### config.mk
export PLATFORM = sky130hd
export DESIGN_NAME = y_unload_buffer
export DESIGN_NICKNAME = d
export VERILOG_FILES = /design/src/rtl/y_unload_buffer.sv
export SDC_FILE = /design/constraint.sdc
export NUM_CORES = 1
export LEC_CHECK = 0
export CAP_MARGIN = 20
export CORE_ASPECT_RATIO = 0.9
export CORE_MARGIN = 2
export CORE_UTILIZATION = 57
export DETAILED_ROUTE_END_ITERATION = 10
export PLACE_DENSITY = 0.79
export SLEW_MARGIN = 5
export SYNTH_ARGS = -nofsm -noshare
export SYNTH_HDL_FRONTEND = slang
export SYNTH_SLANG_ARGS = --single-unit
### constraint.sdc
create_clock -name clk -period 2.44 [get_ports clk]
set_clock_uncertainty 0.05 [all_clocks]
set_input_delay 0.732 -clock clk [delete_from_list [all_inputs] [get_ports clk]]
set_output_delay 0.732 -clock clk [all_outputs]
set_load 0.02 [all_outputs]
### src/rtl/y_unload_buffer.sv
// y_unload_buffer: result-side packer for the three PE rows of the matrix array.
// Captures one result column per accepted cycle into three lane registers. When COLS
// columns have been captured, or on an early flush, it drains the lanes as WORD_W words
// over a valid/ready stream in lane order L1, L2, L3.
// Optional feature macro: Y_BUF_LAST_EN adds the out_last port, which marks the final
// word of each drain.
module y_unload_buffer #(
  parameter int unsigned DATA_W = 16,
  parameter int unsigned COLS   = 4,
  parameter int unsigned WORD_W = 32
) (
  input  logic              clk,
  input  logic              rst,
  input  logic              res_valid,
  output logic              res_ready,
  input  logic [DATA_W-1:0] res1,
  input  logic [DATA_W-1:0] res2,
  input  logic [DATA_W-1:0] res3,
  input  logic              flush,
  output logic              out_valid,
  input  logic              out_ready,
  output logic [WORD_W-1:0] out_data,
`ifdef Y_BUF_LAST_EN
  output logic              out_last,
`endif
  output logic              busy
);

  localparam int unsigned LaneW    = COLS * DATA_W;
  localparam int unsigned Wpl      = LaneW / WORD_W;
  localparam int unsigned NumWords = 3 * Wpl;
  localparam int unsigned FillW    = $clog2(COLS + 1);
  localparam int unsigned WordW    = (NumWords > 1) ? $clog2(NumWords) : 1;

  localparam logic [FillW-1:0] FillFull = FillW'(COLS);
  localparam logic [WordW-1:0] LastWord = WordW'(NumWords - 1);

  // A lane must split into whole output words.
  if ((LaneW % WORD_W) != 0 || Wpl == 0) begin : g_bad_cfg
    $error("y_unload_buffer: COLS*DATA_W must be a non-zero multiple of WORD_W");
  end

  typedef enum logic [0:0] {
    StFill,
    StDrain
  } state_e;

  state_e             state_q, state_d;
  logic [FillW-1:0]   fill_cnt_q, fill_cnt_d;
  logic [WordW-1:0]   word_cnt_q, word_cnt_d;
  logic [LaneW-1:0]   lane1_q, lane1_d;
  logic [LaneW-1:0]   lane2_q, lane2_d;
  logic [LaneW-1:0]   lane3_q, lane3_d;

  // Output registers, loaded from next-state so outputs never see inputs combinationally.
  logic               res_ready_q;
  logic               out_valid_q;
  logic [WORD_W-1:0]  out_data_q, out_data_d;
  logic               busy_q;

  logic               accept;
  logic [3*LaneW-1:0] all_lanes_d;

  assign accept = res_valid && (state_q == StFill);

  // Next-state: column capture in FILL, word sequencing in DRAIN.
  always_comb begin
    state_d    = state_q;
    fill_cnt_d = fill_cnt_q;
    word_cnt_d = word_cnt_q;
    lane1_d    = lane1_q;
    lane2_d    = lane2_q;
    lane3_d    = lane3_q;

    unique case (state_q)
      StFill: begin
        if (accept) begin
          for (int k = 0; k < COLS; k++) begin
            if (fill_cnt_q == FillW'(k)) begin
              lane1_d[k*DATA_W +: DATA_W] = res1;
              lane2_d[k*DATA_W +: DATA_W] = res2;
              lane3_d[k*DATA_W +: DATA_W] = res3;
            end
          end
          fill_cnt_d = fill_cnt_q + 1'b1;
        end
        // Flush on an empty buffer (no accept this cycle) is a no-op; slots never
        // written still hold the zeros left by the previous clear.
        if ((fill_cnt_d == FillFull) || (flush && (fill_cnt_d != '0))) begin
          state_d = StDrain;
        end
      end

      StDrain: begin
        if (out_ready) begin
          if (word_cnt_q == LastWord) begin
            state_d    = StFill;
            fill_cnt_d = '0;
            word_cnt_d = '0;
            lane1_d    = '0;
            lane2_d    = '0;
            lane3_d    = '0;
          end else begin
            word_cnt_d = word_cnt_q + 1'b1;
          end
        end
      end

      default: begin
        state_d = StFill;
      end
    endcase
  end

  // Word j of the concatenation {L3, L2, L1} is exactly the j-th word of the drain order.
  assign all_lanes_d = {lane3_d, lane2_d, lane1_d};

  // Select the word that will be presented in the next cycle.
  always_comb begin
    out_data_d = '0;
    if (state_d == StDrain) begin
      for (int w = 0; w < NumWords; w++) begin
        if (word_cnt_d == WordW'(w)) begin
          out_data_d = all_lanes_d[w*WORD_W +: WORD_W];
        end
      end
    end
  end

  // Core state registers.
  always_ff @(posedge clk) begin
    if (rst) begin
      state_q    <= StFill;
      fill_cnt_q <= '0;
      word_cnt_q <= '0;
      lane1_q    <= '0;
      lane2_q    <= '0;
      lane3_q    <= '0;
    end else begin
      state_q    <= state_d;
      fill_cnt_q <= fill_cnt_d;
      word_cnt_q <= word_cnt_d;
      lane1_q    <= lane1_d;
      lane2_q    <= lane2_d;
      lane3_q    <= lane3_d;
    end
  end

  // Registered outputs; out_data is stable while stalled because nothing in its
  // next-state changes without a handshake.
  always_ff @(posedge clk) begin
    if (rst) begin
      res_ready_q <= 1'b1;
      out_valid_q <= 1'b0;
      out_data_q  <= '0;
      busy_q      <= 1'b0;
    end else begin
      res_ready_q <= (state_d == StFill);
      out_valid_q <= (state_d == StDrain);
      out_data_q  <= out_data_d;
      busy_q      <= (state_d == StDrain) || (fill_cnt_d != '0);
    end
  end

  assign res_ready = res_ready_q;
  assign out_valid = out_valid_q;
  assign out_data  = out_data_q;
  assign busy      = busy_q;

`ifdef Y_BUF_LAST_EN
  logic out_last_q;

  // Flag the final word of the drain alongside out_valid.
  always_ff @(posedge clk) begin
    if (rst) begin
      out_last_q <= 1'b0;
    end else begin
      out_last_q <= (state_d == StDrain) && (word_cnt_d == LastWord);
    end
  end

  assign out_last = out_last_q;
`endif

endmodule

==> deck_impl_summary.md <==
Key Metrics from the Run

Final layout
  • Buffer share of cell area: 0.222
  • Share of layout cells above drive strength 1: 0.258
  • Area taken by multi-input logic gates: 0.00499 mm2
  • FF+latch area: 0.00467 mm2

Clock tree
  • Bufs on Longest Clock Path: 3
  • Clk pin slew, worst setup/hold paths: 0.06 ns

Worst setup path
  • R2R cell count: 7
  • Crit start category: register
  • Crit-path max FO: 6
  • Critical Path Sink: out_data[26]$_SDFF_PP0_
  • Worst R2R End: out_data[26]$_SDFF_PP0_

GRT
  • Largest net degree at the start of global routing: 106
  • Global-route wire length before repair: 51,200 um
  • Grt ovf: 0

Run status
  • Status: finished clean

Detailed routing
  • Drt drc: 0
  • Drt initial violations: 1,072
  • Via/cell ratio: 6.24
  • Final ANT Viol Nets: 0

Pwr
  • PwrDens: 736 mW/mm2

Timing
  • Final Hold Viols: 0
  • Crit path time final: 2.37 ns
  • Fmax achieved: 421 MHz

Placed design
  • RD Place Congestion: 0.951

Die
  • Total core area: 0.0169 mm2
  • Tap Count: 211
  • Initial Utilization: 0.584

Synthesis
  • Synth warn: 0
  • Adder Area Share: 0.00635
  • Ys cells: 1,037
[synth_stat cells (all sizes together), types with 3 or more instances]
library cell  count  area (um2)
inv               5        18.8
buf              50         335
o311a            11         110
a211o             3        26.3
a32oi            14         123
mux2i           185        1850
nor3             25         135
nor2b             3        18.8
a221oi            3        26.3
ha                5        62.6
o31ai             7        52.6
o32a              4        40.0
nand2            31         119
clkbuf           34         128
o22ai            45         282
o221ai            3        26.3
dfxtp           233        4660
mux2              8        90.1
nand2b            4        25.0
nand3            30         150
o21ai            43         215
nor2            220         826
a21oi            19        98.9
a31oi            14        87.6
o22a              7        61.3
[report_power, final]
part | total (uW) | switching [uW] | internal, uW
Sequential | 4140 | 104 | 4040
Clock | 3580 | 1480 | 2090
Combinational | 2400 | 1210 | 1190
[per-layer routing]
metal / vias to the layer above / routed length, um / GRT usage
met3: 194 / 3100 / 0.0569
li1: 4243 / - / -
met4: 0 / 2450 / 0.198
met5: - / 0 / 0
met2: 645 / 16500 / 0.617
met1: 4522 / 12700 / 0.433
[per-stage QoR]
step	instances	area (um2)	TNS [ns]	worst slack, ns
global placement	1487	12600	-49.63	-0.572
CTS	1532	13500	-0.178	-0.0376
floorplan	1037	9860	0	0.115
global route	1540	13800	0	0.00728
detailed placement	1487	12600	-53.59	-0.627
finish	1540	13800	0	0.0669
[worst max-delay path, stage by stage, from the launching register on]
cell,delay [ns]
dfxtp_2,0.39
ha_1,0.17
ha_2,0.23
and3b_4,0.33
mux2i_2,0.35
o22ai_1,0.14
mux2_2,0.28
o311a_1,0.32
[repair_timing]
item	4_1_cts	5_1_grt
buffers inserted	3	6
endpoints found under the setup margin	14	32
cloned	2	2
pin swaps	2	5
resized	19	37
endpoints found under the hold margin	0	0
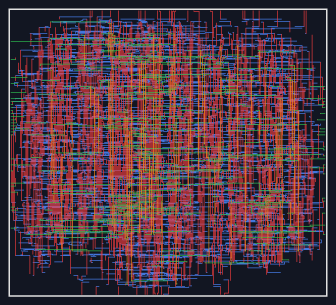
*Routed metal, one color a layer*
legend:
  orange:
    layer: M4
    wire_length: 2,450 um
  green:
    layer: M3
    wire_length: 3,100 um
  blue:
    layer: M1
    wire_length: 12,700 um
  red:
    layer: M2
    wire_length: 16,500 um
Avg WL per Cell: 22.6 um
DR vias: 9,604
Tot GR Track Use: 0.359
Routed WL: 34,800 um

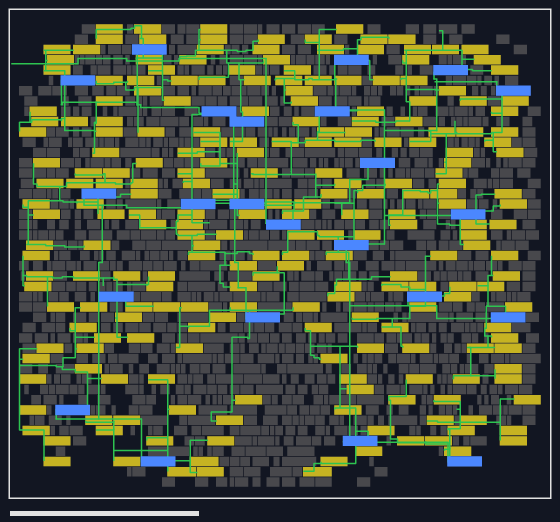
*Clock wires, drivers and flops*
The bar under the picture is 50 um long.
legend:
  yellow:
    item: flip-flops
    count: 233
  green:
    item: clock wires
    length: 2,580 um
  blue:
    item: clock-net drivers
    count: 23
routed clock nets: 24

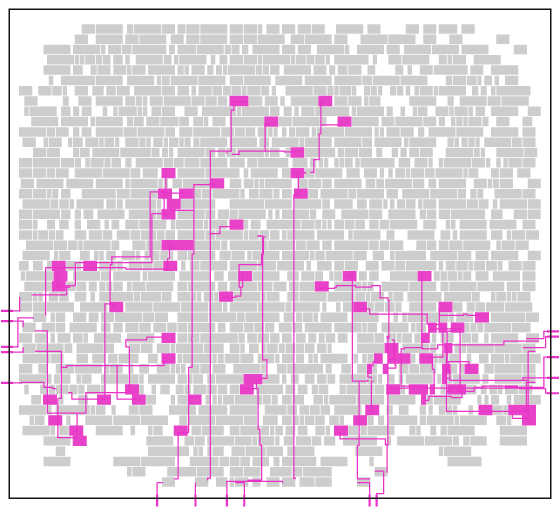
*Port wiring*
legend:
  magenta:
    port: res1
    bits: 16
    direction: input
    end_cells: 71
    buffers: 22
    wire: 1,530 um

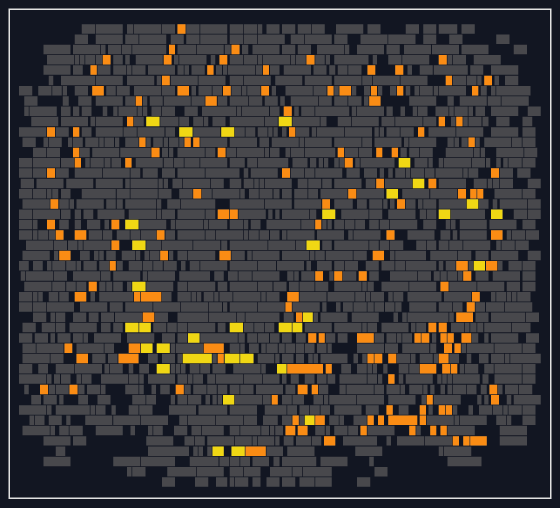
*Gate-type map*
legend:
  orange:
    family: aoi and oai cells
    cells: 154
    where: spread over the die
  yellow:
    family: non-inverting ao/oa cells
    cells: 34
final std cells w/o fill: 1,540
Commonest Layout Cell: dfxtp_1
multi-input combinational area share: 0.363

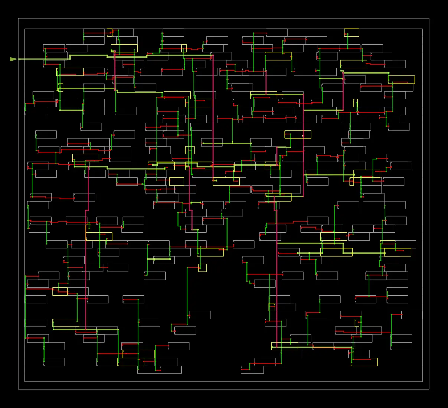
*Clock nets*
clock sink total: 233
clock buffer count from CTS: 23
Worst-Skew Late Latency: 0.51 ns
flip-flops: 233

Power figures rest on the tool's default switching activity, not on a simulated workload.
